Design arb_req_mux_flat, sky130hd; sources not shown.
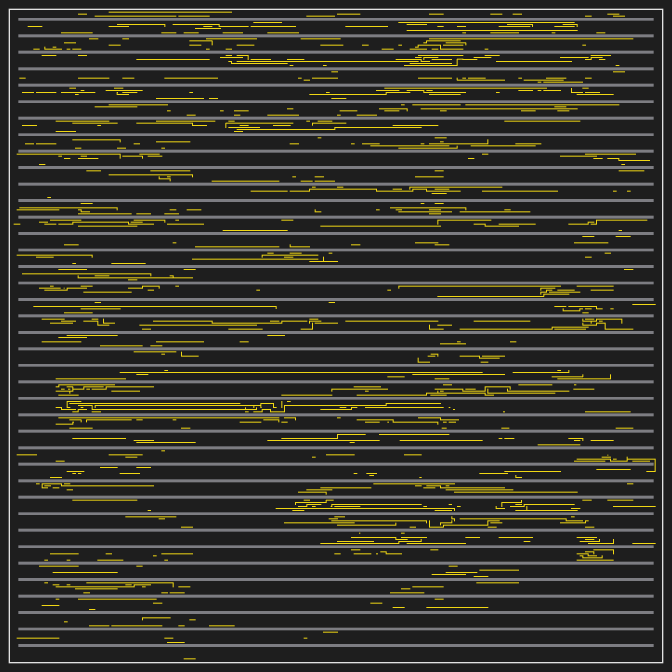
Figure 1: met1 routing.
Supply wires on this layer in gray.
nets with wire on the layer: 411
share of all routed wire: 36%
DR vias: 2142
DRT Wirelength: 8920 microns
M1 GR Usage: 16.2%

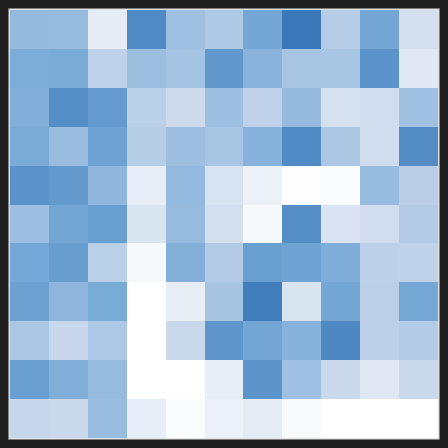
Figure 2: cell density map.
11 x 11 tiles, from white (low) to dark blue (high), 0 to 100% covered.
nearly empty tiles: 8.3%
mean over tiles: 34%
fullest tile: 71%
Final Core Density: 37.9%
core footprint: 10800 sq um
FP Util: 20.6%

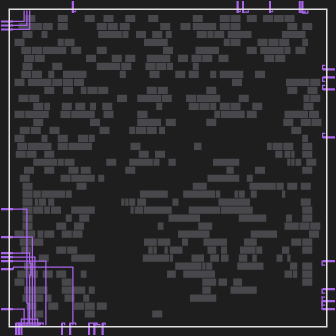
Figure 3: I/O nets highlighted.
legend:
  bus_i_rsp_data:
    color: purple
    bits: 32
    direction: input
    edge: 10 left, 8 right, 8 bottom, 6 top
    end_cells: 0
    buffers: 0
    wire: 345 microns
IO Port Bufs: 193
# IOs: 258

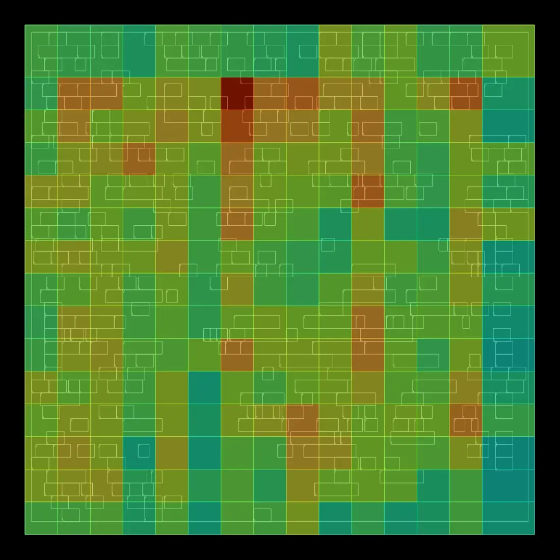
Figure 4: routing congestion map.
met3 Track Usage GR: 4.24%
total track usage: 14.8%

==> results.txt <==
flow finished, numbers: outcome=completed, r2r setup slk=3.33 ns, max reg flops=8, Avg Vias per Cell=4.38, Max-area cell share=34.3%, initial antenna violation count=0, fraction of registers with async set/reset=between 50% and 60%, xor+xnor area frac=2.75%, diode count=0, f_max=224 MHz, Final Setup Violations=0, syn avg cell area=11.5 sq um, biggest area consumer among synthesized cells=mux4_2, critical path's largest stage delay=approximately 0.97 ns, most frequent cells after synthesis=and2_1, mux4_2, buf_4, layout cells sized above 1=13.2%, Root Driver=clkbuf_8, crit path launch type=input port, Routed wire per std cell=18.2 microns, design area=4110 sq um, clock buffer depth=2, crit path DRT=approximately 4.6 ns, CTS Sinks=18, worst slack, placed=around 1.3 ns, synthesized area=2230 sq um, Synth warnings=0, die area=11600 sq um, Die Span X=108 microns, RSZ-0062 raised after global routing=false, Placed Area=just over 4000 sq um, post-route worst setup slack=between 1 and 1.5 ns, Cell Type Count=33, Worst path top cell family by delay=buffers and inverters, critical path buffer and inverter count=2, vias in the first global route=2336, GP Congestion=0.727, cells along the critical path=clkdlybuf4s50_1 -> mux4_2 -> and2_1 -> clkdlybuf4s50_1, #FFs+latches synth=18, CTS Buf Count=3, most frequent logic cell in the layout=clkdlybuf4s50_1, htree depth=1, post-CTS sizing=0, post-route ant nets=0, critical path arrival=3.30 ns, Sequential Area=493 sq um, Period Utilization, post-route=around 77%, ao+oa area frac=about 3.0%, logic area=1430 sq um, Layout Nets=531, post-route insts no fill=489, total stage count of the critical path=4, syn_nets=375, TritonCTS clock tree=done, Setup Skew=0.00317 ns, crit end category=output pin, Main logic family=multiplexers, first-pass GRT wire length=12700 microns, number of enable flip-flop cells=8, Worst Hold Depth=1, DRC=0, Mapped Cells=between 150 and 200, Post-CTS Setup Bufs=0, Slew Viols, Final=0, DP HPWL=7630 microns, yosys stat area=2230 sq um, total gr overflow=0, area fraction in mux cells=around 38%, Max-slew headroom=27.9%, adder share=under 10%, CP Class=input port to output pin, slowest CP cell=clkdlybuf4s50_1, Fin Hold WS=0.487 ns, largest net degree at the start of global routing=32, DRT iter0 DRCs=46, Post-CTS Hold Fix Bufs=0, Log Warnings=29, Synth top cell by count=and2_1, min Tclk post-route=~4.5 ns, Synth Seq Share=22.0%
-- worst reg2reg max path: stages (launching register included) --
cell	delay, ns
dfrtp_2	0.94
mux4_2	0.42
nor2b_1	0.50
and2_1	0.31
-- area by class of cell --
type,count,area share (%)
clock buffers,3,1.00
clock inverters,1,0.0913
inverters,5,0.456
multi-input cells,126,34.7
flip-flops and latches,18,12.0
well taps,140,4.26
repair buffers,196,47.5
-- per-layer routing --
layer	up-vias	global-route usage, %	share of wire [%]
li1	990	-	-
met1	1024	16.2	36
met2	122	28.0	54
met3	6	4.24	9.7
met4	0	3.03	0.80
met5	-	0	0
